Cell outlines without signal wires:
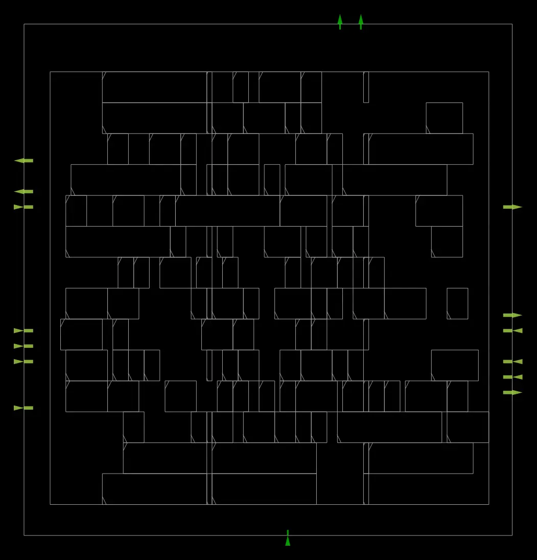
Cell classes on the final placement:
The bar under the picture is 10 microns long. Fill, decap, tap and diode cells in grey.
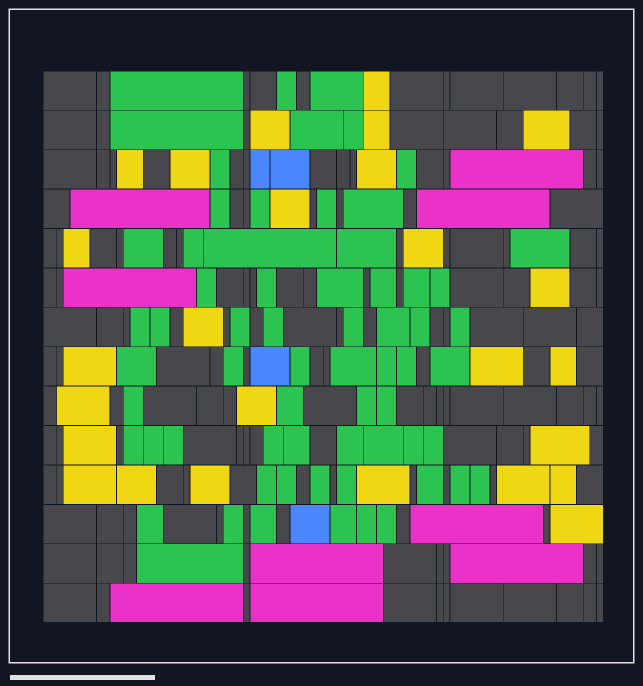
Routed clock nets over the placement:
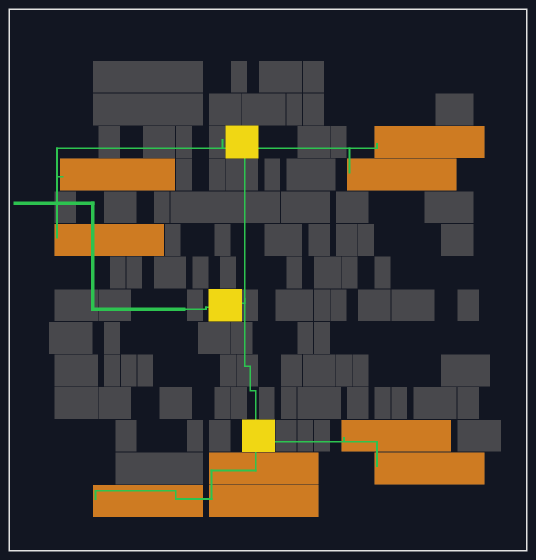
Signal wires on met2:
The bar under the picture is 10 microns long.
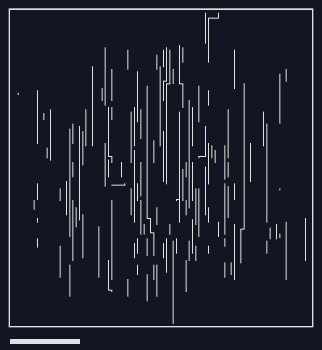
Floorplan with the power grid:
Pins as bars on the die edge. Tap cells in grey.
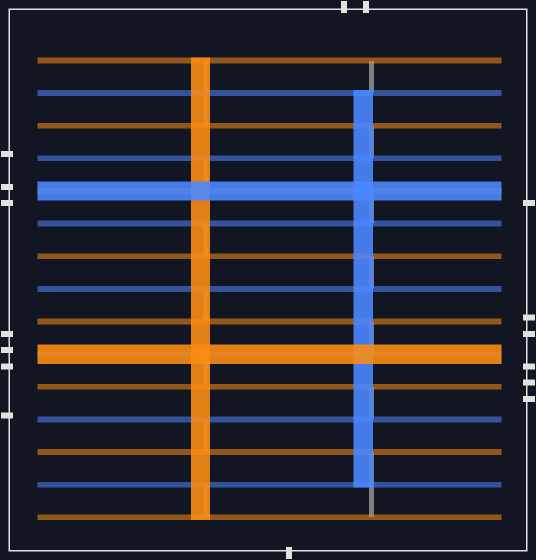
<file path="src/rtl/binary_down_counter.sv">
// Loadable binary down counter with terminal-count pulse and selectable
// underflow policy (wrap to all-ones, or reload from the last loaded value).
//
// Ports:
//   clk          system clock, all state updates on posedge
//   rst          asynchronous active-low reset
//   din          value to load (also captured as the reload value)
//   load         synchronous load strobe, wins over en
//   en           count enable, decrement when high
//   auto_reload  underflow policy: 1 = reload, 0 = wrap to all-ones
//   count        current counter value (registered)
//   zero         combinational, count == 0
//   borrow       combinational, underflow happens on the next edge
//   tc           registered one-cycle pulse after the 1->0 decrement
module binary_down_counter #(
    parameter int unsigned WIDTH = 4
) (
    input  logic             clk,
    input  logic             rst,
    input  logic [WIDTH-1:0] din,
    input  logic             load,
    input  logic             en,
    input  logic             auto_reload,
    output logic [WIDTH-1:0] count,
    output logic             zero,
    output logic             borrow,
    output logic             tc
);

    localparam logic [WIDTH-1:0] ONE = WIDTH'(1);

    logic [WIDTH-1:0] reload_q;
    logic [WIDTH-1:0] count_d;
    logic             tc_d;

    // Next-state selection in priority order: load, decrement, underflow, hold.
    always_comb begin
        count_d = count;
        tc_d    = 1'b0;
        if (load) begin
            count_d = din;
        end else if (en) begin
            if (count > ONE) begin
                count_d = count - ONE;
            end else if (count == ONE) begin
                count_d = '0;
                tc_d    = 1'b1;
            end else if (auto_reload) begin
                count_d = reload_q;
            end else begin
                count_d = '1;
            end
        end
    end

    // State registers; reset also clears the reload value.
    always_ff @(posedge clk or negedge rst) begin
        if (!rst) begin
            count    <= '0;
            reload_q <= '0;
            tc       <= 1'b0;
        end else begin
            count <= count_d;
            tc    <= tc_d;
            if (load) begin
                reload_q <= din;
            end
        end
    end

    assign zero   = (count == '0);
    assign borrow = en & ~load & zero;

endmodule
</file>
<file path="config.mk">
export PLATFORM = sky130hd
export DESIGN_NAME = binary_down_counter
export DESIGN_NICKNAME = d
export VERILOG_FILES = /design/src/rtl/binary_down_counter.sv
export SDC_FILE = /design/constraint.sdc
export NUM_CORES = 1
export LEC_CHECK = 0
export ABC_AREA = 1
export CAP_MARGIN = 30
export CORE_AREA = 2 2 41 43
export CTS_CLUSTER_DIAMETER = 200
export DETAILED_ROUTE_END_ITERATION = 10
export DIE_AREA = 0 0 43 45
export PLACE_DENSITY = 0.69
export SLEW_MARGIN = 30
export SYNTH_ARGS = -nofsm -noshare
export SYNTH_HDL_FRONTEND = slang
export SYNTH_SLANG_ARGS = --single-unit
</file>
<file path="constraint.sdc">
create_clock -name clk -period 1.1 [get_ports clk]
set_input_delay 0.11 -clock clk [delete_from_list [all_inputs] [get_ports clk]]
set_output_delay 0.11 -clock clk [all_outputs]
set_load 0.01 [all_outputs]
</file>
==> summary.txt <==
Latest figures from synthesis and place and route.

The number of gates on the worst path with buffers counted is 5. The post-layout period usage of the worst path is 115.2%. The number of warning messages in the logs is 31. At floorplan, the net count of the design was reported as between 80 and 90. In this run the tool buffered the top-level ports with 15 buffer cells. The area of the synthesized netlist per yosys stat is 574.3 sq um. For the worst reg-to-reg path, the endpoint reported by OpenROAD is count[0].

In the post-route analysis, the smallest setup slack over all paths is -0.1677 ns. The depth of the worst register-to-register path is 9. After layout, the setup clock skew is reported as 0.003654 ns. Before antenna repair, the detailed router went through 4 iterations. The total clock sinks is 9. The nature of the critical path endpoint is a primary output. The via count of the first global-routing pass is 559. The normalized max-slew margin is 71.79%. The power report shows net switching accounting for 34.07% of the total.

For this run, global-route usage on met2 was measured as between 20% and 30%. In the final layout, the share of cells above drive strength 1 is 34.62%. Power comes to 1.114 mW. The cell sequence reported for the critical path is inv_2 > ha_4 > inv_2 > nor3_2 > buf_2.

The CTS report gives the tree buffer count as 3. The total of endpoints with negative setup slack in the final report is 6. The timing report notes that buffer and inverter cells on the critical path total 3. STA classifies the critical path startpoint as a flop. According to the timing report, the critical path is launched from count[1]. Per the STA report, the cell with the highest stage delay on the worst path is sky130_fd_sc_hd__dfrtp_1. For this design, Yosys synthesis ends with a cell count of 75.

Per the power-grid run, VDD falls by no more than slightly above 0.8 mV. Combinational logic burns 42.7% of the power. The first global-routing pass estimated 2187 microns of wire. The die span in x is between 40 and 50 microns. The clock reaches the later pin of the worst-skew pair after 0.25 ns. For this block, wires on met1 add up to 580 microns. The number of different library cells in the post-synthesis netlist is 17. The flow reports an fmax of ~0.8 GHz. The I/O pin count is 16. The flow ran to the end, but the final reports show violations. STA puts the critical path data required time at 0.99 ns. From synthesis to final layout, the design area changed by 52.51%. The longest incremental delay of any stage on the critical path is reported as about 0.39 ns. The area of placed instances is 859.6 sq um.

The checks that failed: negative setup slack. The largest fanout on the critical path is 2. Once the clock tree was built, the resizer swapped 31 gates to a different size. The clock root buffer is sky130_fd_sc_hd__clkbuf_4. The final hold violation count recorded for this run is 0. After legalization and detailed placement, the total HPWL measured 1047 microns. Synthesis handed over a netlist of 75 instances. Global routing consumed, on the met3 layer, 2.800% of the routing resources. Detailed-route iteration 0 reported a violation count of 8. OpenSTA lists the critical path endpoint as borrow.

Sequential cells account for approximately a third of the total power. The total of flip-flops plus latches after synthesis is 9. The sequential cell power is 0.392 mW. The kind of cell with the highest combined delay along the critical path is flip-flops. The worst register-to-register path has a setup slack of -0.15 ns.

The number of hold-repair buffers added at the cts stage is 0. The final layout contains routed wiring with a total length of 1258 microns.
Notes on 'cell outlines without signal wires' above:
core area: 0.001471 sq mm
post-layout utilization of the core: 59.52%
num sequential: 9
num tapcells: 16
cell row count: 14

Notes on 'cell classes on the final placement' above:
| colour | class | cells | share of their area |
|---|---|---|---|
| magenta | flops | 9 | 26% |
| green | all other logic | 65 | 46% |
| yellow | other buffers and delay cells | 26 | 24% |
| blue | clock drivers and dummy loads | 4 | 3.1% |
post-route cell area: 875.8 sq um
register share of the cell area: 25.86%

Notes on 'routed clock nets over the placement' above:
[yellow] cells driving clock nets | count: 3
[orange] flip-flops | count: 9
[green] clock wires | length: 122 microns
flops lie: spread over the die
routed clock nets: 4

Notes on 'signal wires on met2' above:
main direction: vertical
longest straight run: 20.7 microns
share of all routed wire: 48%
wire length on this layer: 607 microns

Notes on 'floorplan with the power grid' above:
| colour | net |
|---|---|
| blue | VDD |
| orange | VSS |
met1 rails: 15
met5 straps: 2

-- final cells by class --
class / instances / area, sq um
well taps: 16 / 20.02
flip-flops and latches: 9 / 226.5
repair buffers: 26 / 205.2
fillers: 140 / 595.6
clock buffers: 4 / 26.28
multi-input cells: 52 / 349.1
inverters: 13 / 48.80
-- synth_stat cells --
cell type / number / share of area, %
sky130_fd_sc_hd__inv_2: 1 / 0.65
sky130_fd_sc_hd__nor3_1: 2 / 1.7
sky130_fd_sc_hd__nand4_1: 1 / 1.1
sky130_fd_sc_hd__dfrtp_1: 9 / 39
sky130_fd_sc_hd__nor2_8: 1 / 3.5
sky130_fd_sc_hd__ha_1: 3 / 6.5
sky130_fd_sc_hd__nand3_1: 5 / 4.4
sky130_fd_sc_hd__buf_4: 1 / 1.3
sky130_fd_sc_hd__o21ai_1: 1 / 0.87
sky130_fd_sc_hd__inv_1: 12 / 7.8
sky130_fd_sc_hd__a21boi_0: 4 / 5.2
sky130_fd_sc_hd__nor2_1: 3 / 2.0
sky130_fd_sc_hd__nand2_1: 24 / 16
sky130_fd_sc_hd__xor2_1: 1 / 1.5
sky130_fd_sc_hd__o21ai_0: 4 / 3.5
sky130_fd_sc_hd__nor2_2: 1 / 1.1
sky130_fd_sc_hd__nor2_4: 2 / 3.9
-- flip-flops by register name, indices dropped and copies added (netlist names) --
name	cells
tc	1
count	4
reload_q	4
-- kinds of logic (layout without fill, tap and decap cells) --
| group | after synthesis | in the layout | synth area share [%] |
|---|---|---|---|
| compound gates | 9 | 9 | 9.586 |
| fa+ha+maj | 3 | 3 | 6.537 |
| xor+xnor | 1 | 1 | 1.525 |
| simple gates | 39 | 39 | 33.33 |
| flops | 9 | 9 | 39.22 |
| buf+inv | 14 | 43 | 9.803 |
Power figures rest on the tool's default switching activity, not on a simulated workload.
